$ cat src/rtl/anim_pkg.sv
// anim_pkg: shared state enum, default constants and speed-to-step mapping for anim_rate_ctrl
package anim_pkg;
  typedef enum logic [1:0] {RUN, PAUSED, STEP} state_t;
  localparam int DEF_STEP_UNIT = 4;
  localparam int DEF_MIN_STEP  = 2;
  localparam int DEF_MAX_SPEED = 6;
  function automatic int speed_to_step(int spd, int unit, int min_step, int max_speed, int step_max);
    return (spd >= 2 && spd <= max_speed) ? ((spd * unit > step_max) ? step_max : spd * unit) : min_step;
  endfunction
endpackage

$ cat src/rtl/anim_rate_ctrl_if.sv
// anim_rate_ctrl_if: control inputs and animation state outputs of anim_rate_ctrl
interface anim_rate_ctrl_if #(parameter int SPEED_W = 3, parameter int STEP_W = 12, parameter int POS_W = 16);
  logic               frame_tick;
  logic [SPEED_W-1:0] speed;
  logic               pause;
  logic               resume;
  logic               single_step;
  logic               reverse;
  logic               paused;
  logic [STEP_W-1:0]  step_size;
  logic [STEP_W-1:0]  target_step;
  logic [POS_W-1:0]   position;
  logic               advance;
  logic               ramping;
  modport master(output frame_tick, speed, pause, resume, single_step, reverse,
                 input paused, step_size, target_step, position, advance, ramping);
  modport slave(input frame_tick, speed, pause, resume, single_step, reverse,
                output paused, step_size, target_step, position, advance, ramping);
endinterface

$ cat src/rtl/anim_rate_ctrl_step_ramp.sv
// step_ramp: step_size register that slews toward target by at most RAMP_INC per enabled tick
module step_ramp #(
  parameter int STEP_W   = 12,
  parameter int MIN_STEP = 2,
  parameter int RAMP_INC = 2
) (
  input  logic              clk,
  input  logic              rst,
  input  logic              tick_en,
  input  logic [STEP_W-1:0] target,
  output logic [STEP_W-1:0] step
);
  localparam logic [STEP_W-1:0] INC = STEP_W'(RAMP_INC);
  logic              up;
  logic [STEP_W-1:0] diff, delta, nxt;
  always_comb begin
    up    = target > step;
    diff  = up ? target - step : step - target;
    delta = (RAMP_INC == 0 || diff <= INC) ? diff : INC;
    nxt   = up ? step + delta : step - delta;
  end
  always_ff @(posedge clk or posedge rst)
    if (rst) step <= STEP_W'(MIN_STEP);
    else if (tick_en) step <= nxt;
endmodule

$ cat src/rtl/anim_rate_ctrl.sv
// anim_rate_ctrl: frame-rate animation controller with ramped step, pause/single-step and
// a wrapping fixed-point position accumulator
module anim_rate_ctrl
  import anim_pkg::*;
#(
  parameter int SPEED_W   = 3,
  parameter int STEP_W    = 12,
  parameter int FRAC_W    = 4,
  parameter int POS_W     = 16,
  parameter int STEP_UNIT = DEF_STEP_UNIT,
  parameter int MIN_STEP  = DEF_MIN_STEP,
  parameter int MAX_SPEED = DEF_MAX_SPEED,
  parameter int RAMP_INC  = 2
) (
  input logic            clk,
  input logic            rst,
  anim_rate_ctrl_if.slave bus
);
  if (FRAC_W >= STEP_W || FRAC_W >= POS_W) begin : g_bad_frac
    $error("FRAC_W must be narrower than STEP_W and POS_W");
  end
  state_t             state, state_n;
  logic               adv, ramp_en, adv_q;
  logic [SPEED_W-1:0] spd;
  logic [STEP_W-1:0]  target, step;
  logic [POS_W-1:0]   pos;
  assign spd    = bus.speed;
  assign target = STEP_W'(speed_to_step(int'(spd), STEP_UNIT, MIN_STEP, MAX_SPEED, (1 << STEP_W) - 1));
  always_comb begin
    state_n = state;
    adv     = 1'b0;
    ramp_en = 1'b0;
    state_n = bus.pause ? PAUSED :
              state == PAUSED ? (bus.resume ? RUN : bus.single_step ? STEP : PAUSED) :
              state == STEP ? (bus.resume ? RUN : bus.frame_tick ? PAUSED : STEP) : RUN;
    adv     = bus.frame_tick && !bus.pause && (state == RUN || (state == STEP && !bus.resume));
    ramp_en = bus.frame_tick && !bus.pause && state == RUN;
  end
  // position uses the pre-ramp step_size of the same frame
  always_ff @(posedge clk or posedge rst)
    if (rst) begin
      state <= RUN;
      adv_q <= 1'b0;
      pos   <= '0;
    end else begin
      state <= state_n;
      adv_q <= adv;
      if (adv) pos <= bus.reverse ? pos - POS_W'(step) : pos + POS_W'(step);
    end
  step_ramp #(.STEP_W(STEP_W), .MIN_STEP(MIN_STEP), .RAMP_INC(RAMP_INC)) u_ramp (
    .clk(clk), .rst(rst), .tick_en(ramp_en), .target(target), .step(step)
  );
  assign bus.paused      = state != RUN;
  assign bus.step_size   = step;
  assign bus.target_step = target;
  assign bus.position    = pos;
  assign bus.advance     = adv_q;
  assign bus.ramping     = step != target;
endmodule

$ cat src/flat_wrapper.sv
// flat-port wrapper written by rule: the top's interface ports become plain ports
module anim_rate_ctrl_flat import anim_pkg::*;
#(
  parameter int SPEED_W   = 3,
  parameter int STEP_W    = 12,
  parameter int FRAC_W    = 4,
  parameter int POS_W     = 16,
  parameter int STEP_UNIT = DEF_STEP_UNIT,
  parameter int MIN_STEP  = DEF_MIN_STEP,
  parameter int MAX_SPEED = DEF_MAX_SPEED,
  parameter int RAMP_INC  = 2
)
  (clk, rst, bus_frame_tick, bus_speed, bus_pause, bus_resume, bus_single_step, bus_reverse, bus_paused, bus_step_size, bus_target_step, bus_position, bus_advance, bus_ramping);
  anim_rate_ctrl_if #(.SPEED_W(SPEED_W), .STEP_W(STEP_W), .POS_W(POS_W)) bus_i ();
  input logic clk;
  input logic rst;
  input wire logic [$bits(bus_i.frame_tick)-1:0] bus_frame_tick;
  input wire logic [$bits(bus_i.speed)-1:0] bus_speed;
  input wire logic [$bits(bus_i.pause)-1:0] bus_pause;
  input wire logic [$bits(bus_i.resume)-1:0] bus_resume;
  input wire logic [$bits(bus_i.single_step)-1:0] bus_single_step;
  input wire logic [$bits(bus_i.reverse)-1:0] bus_reverse;
  output wire logic [$bits(bus_i.paused)-1:0] bus_paused;
  output wire logic [$bits(bus_i.step_size)-1:0] bus_step_size;
  output wire logic [$bits(bus_i.target_step)-1:0] bus_target_step;
  output wire logic [$bits(bus_i.position)-1:0] bus_position;
  output wire logic [$bits(bus_i.advance)-1:0] bus_advance;
  output wire logic [$bits(bus_i.ramping)-1:0] bus_ramping;
  assign bus_i.frame_tick = bus_frame_tick;
  assign bus_i.speed = bus_speed;
  assign bus_i.pause = bus_pause;
  assign bus_i.resume = bus_resume;
  assign bus_i.single_step = bus_single_step;
  assign bus_i.reverse = bus_reverse;
  assign bus_paused = bus_i.paused;
  assign bus_step_size = bus_i.step_size;
  assign bus_target_step = bus_i.target_step;
  assign bus_position = bus_i.position;
  assign bus_advance = bus_i.advance;
  assign bus_ramping = bus_i.ramping;
  anim_rate_ctrl #(.SPEED_W(SPEED_W), .STEP_W(STEP_W), .FRAC_W(FRAC_W), .POS_W(POS_W), .STEP_UNIT(STEP_UNIT), .MIN_STEP(MIN_STEP), .MAX_SPEED(MAX_SPEED), .RAMP_INC(RAMP_INC)) u_core (.clk(clk), .rst(rst), .bus(bus_i));
endmodule
$ cat config.mk
export PLATFORM = sky130hd
export DESIGN_NAME = anim_rate_ctrl_flat
export DESIGN_NICKNAME = d
export VERILOG_FILES = /design/src/rtl/anim_pkg.sv /design/src/rtl/anim_rate_ctrl_if.sv /design/src/rtl/anim_rate_ctrl_step_ramp.sv /design/src/rtl/anim_rate_ctrl.sv /design/src/flat_wrapper.sv
export SDC_FILE = /design/constraint.sdc
export NUM_CORES = 1
export LEC_CHECK = 0
export CORE_UTILIZATION = 35
export CTS_BUF_LIST = sky130_fd_sc_hd__clkbuf_16
export DETAILED_ROUTE_END_ITERATION = 7
export GPL_TIMING_DRIVEN = 0
export HOLD_SLACK_MARGIN = 0.12
export PLACE_DENSITY_LB_ADDON = 0.08
export SYNTH_ARGS = -nofsm -noshare
export SYNTH_HDL_FRONTEND = slang
export SYNTH_SLANG_ARGS = --single-unit
$ cat constraint.sdc
create_clock -name clk -period 5.8 [get_ports clk]
set_clock_uncertainty 0.15 [all_clocks]
set_input_delay 0.87 -clock clk [delete_from_list [all_inputs] [get_ports clk]]
set_output_delay 0.87 -clock clk [all_outputs]
set_load 0.05 [all_outputs]
==> run_1/clock_map.png <==
Drawn at 4 px/um.
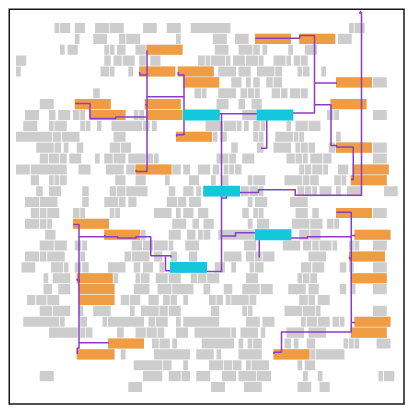
- clock wires: purple (length 530 um)
- cells driving clock nets: cyan (count 5)
- flip-flops: orange (count 31)
- flops lie: all over the die
clk pwr: 251 uW
Clk Latency, worst-skew pair: 280 ps

==> run_1/registers.png <==
Drawn at 3 px/um. Other sequential cells in the stronger gray, the rest of the logic in the fainter gray.
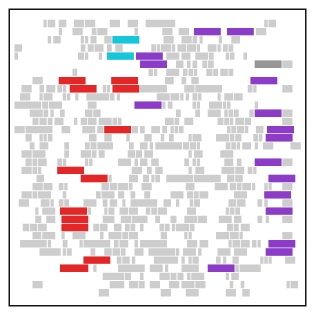
- u_core.state: cyan (sequential cells 2)
- u_core.u_ramp.step: red (sequential cells 12)
- u_core.bus.position: purple (sequential cells 16)
- not colored: 1
Sequential cell area: 777 um2
seq pwr: 459 uW
flop share of the area: 0.181
Core Util, Final: 0.484

==> run_1/met3.png <==
Drawn at 3 px/um. Cells faint in the background.
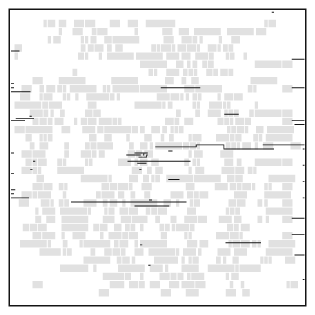
- share of all routed wire: 2.7%
- longest straight run: 38.2 um
DRT Wirelength: 8540 um
routing usage on met3: 0.0229
total vias in the final route: 3081

==> results.sh, run 1 <==
# yosys + openroad results
export IMPL_busiest_layer="met2"
export IMPL_fmax_mhz=184
export IMPL_critPathMaxStageDelay_ps=610
export IMPL_io_pins=53
export IMPL_hold_depth=1
export IMPL_synth_async_reset_ratio=1.00
export IMPL_rr_worst_depth=20
export IMPL_area_growth_pct=31.8
export IMPL_leakage_nw=1.88
export IMPL_first_global_vias=3041
export IMPL_crit_path_start="bus_speed[2]"
export IMPL_finalPower_mw=2.77
export IMPL_finalHoldViolCount=0
export IMPL_synth_area_um2=3250
export IMPL_run_status="finished, final reports clean"
export IMPL_cts_num_sinks=31
export IMPL_routed_top_layer="met4"
export IMPL_top_area_cell="dfrtp_1"
export IMPL_grt_max_degree=32
export IMPL_slew_headroom=0.413
export IMPL_antenna_found_initial=0
export IMPL_portBuffers=44
export IMPL_synthTopCellsByArea="dfrtp_1 (23%), ha_1 (14%), xnor2_1 (6.5%)"
export IMPL_crit_family="simple AND/OR/NAND/NOR gates"
## run 1: area by class of cell
| class | instances | area, um2 | share of cell area |
|---|---|---|---|
| clock inverter | 3 | 15.0 | 0.00351 |
| multi-input combinational | 345 | 2500 | 0.585 |
| tap | 108 | 135 | 0.0316 |
| sequential | 31 | 777 | 0.181 |
| buffer | 18 | 104 | 0.0243 |
| timing repair buffer | 51 | 520 | 0.122 |
| inverter | 27 | 101 | 0.0237 |
| clock buffer | 5 | 125 | 0.0292 |
## run 1: flip-flops by register name, summed over array words and instances (netlist names)
name / cells
u_core.bus.advance: 1
u_core.bus.position: 16
u_core.u_ramp.step: 12
u_core.state: 2
==> run_1/metal_stack.png <==
Drawn at 3 px/um.
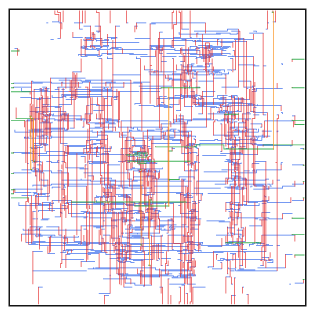

## Run 2: what changed since run 1
--- a/config.mk
+++ b/config.mk
@@ -5,6 +5,7 @@
 export SDC_FILE = /design/constraint.sdc
 export NUM_CORES = 1
 export LEC_CHECK = 0
+export CAP_MARGIN = 20
 export CORE_UTILIZATION = 35
 export CTS_BUF_LIST = sky130_fd_sc_hd__clkbuf_16
 export DETAILED_ROUTE_END_ITERATION = 7
==> run_2/metal_stack.png <==
Drawn at 3 px/um.
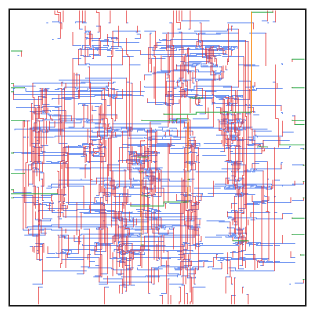
- met4: orange (wire length 85.7 um)
- met3: green (wire length 161 um)
- met1: blue (wire length 4080 um)
- met2: red (wire length 4150 um)
DRT Wirelength: 8470 um
gr usage total: 0.184

==> run 2 against run 1 <==
Effect of this change:
- critical path depth is 1 higher
- power is 0.54% higher
- global-route usage down 0.30 points
- largest cell class unchanged
- first-iteration DRC count down 7.4%
- sequential power about the same
- synthesized cell count did not move
- non-clock buffer count is 1 higher
- via count fell by 1.5%
- clock power hardly changed
- sequential cell count stayed put
- critical path type unchanged
==> results.sh, run 2 <==
# yosys + openroad results
export IMPL_run_status="finished, final reports clean"
export IMPL_busiest_layer="met2"
export IMPL_final_layout_top_logic_cell="nand2_1"
export IMPL_seq_cells=31
export IMPL_hold_depth=1
export IMPL_use_met3=0.0251
export IMPL_buffers=70
export IMPL_critPathMaxStageDelay_ps=640
export IMPL_dominant_cells="multi-input combinational cells"
export IMPL_synth_async_reset_ratio=1.00
export IMPL_portBuffers=44
export IMPL_area_growth_pct=33.1
export IMPL_clk_share=0.0324
export IMPL_viasPerCell=5.15
export IMPL_met2_usage=0.324
export IMPL_top_area_cell="dfrtp_1"
export IMPL_logic_area_um2=2530
export IMPL_p_seq_uw=456
export IMPL_hp_class="reg -> reg"
export IMPL_num_vias=3035
export IMPL_io_pins=53
export IMPL_nonClkBufAreaFrac=0.148
export IMPL_nMultiInputCombCells=345
export IMPL_routed_top_layer="met4"
export IMPL_clock_buffers=5
export IMPL_leakage_nw=1.90
export IMPL_first_global_vias=2958
export IMPL_finalHoldViolCount=0
export IMPL_sh_comb_area=0.586
export IMPL_fmax_mhz=184
export IMPL_inverters=27
export IMPL_grt_max_degree=18
export IMPL_rr_worst_depth=20
export IMPL_crit_path_start="bus_speed[2]"
export IMPL_regArea_um2=777
export IMPL_num_tap_cells=108
export IMPL_crit_family="simple AND/OR/NAND/NOR gates"
export IMPL_seq_area_frac=0.180
export IMPL_clkLatencyLatePin_ps=280
export IMPL_synth_area_um2=3250
export IMPL_antenna_found_initial=0
export IMPL_slew_headroom=0.381
==> run_2/clock_map.png <==
Drawn at 4 px/um.
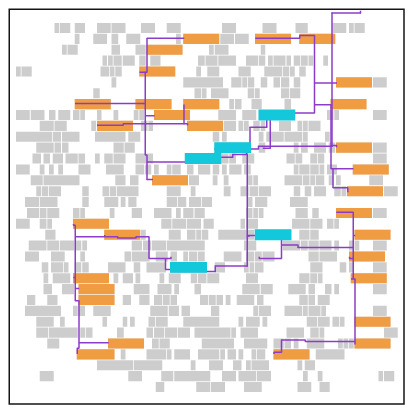
- cells driving clock nets: cyan (count 5)
- flip-flops: orange (count 31)
- clock wires: purple (length 539 um)
- flops lie: all over the die
- routed clock nets: 6
clk pwr: 253 uW
clock power share: 0.091

run 2: netlist changes by cell type in the layout (fill, tap and decap cells not counted), sizes merged:
cell / before / now
buf: 17 / 18
clkinv: 4 / 3
inv: 26 / 27
run 2: through the flow:
| stage | cell area, um2 | setup TNS, ps | hold slack [ps] | total power [mW] | utilization |
|---|---|---|---|---|---|
| final | 4320 | 0 | 310 | 2.78 | 0.489 |
| after global routing | 4320 | 0 | 327 | 3.03 | 0.489 |
| after CTS | 4200 | 0 | 319 | 2.72 | 0.474 |
| after detailed placement | 3880 | -5830 | 312 | 2.33 | 0.438 |
| after global placement | 3850 | -5320 | 306 | 2.31 | 0.435 |
| after floorplan | 3270 | 0 | 442 | 1.87 | - |
Power and IR drop assume default switching activity.
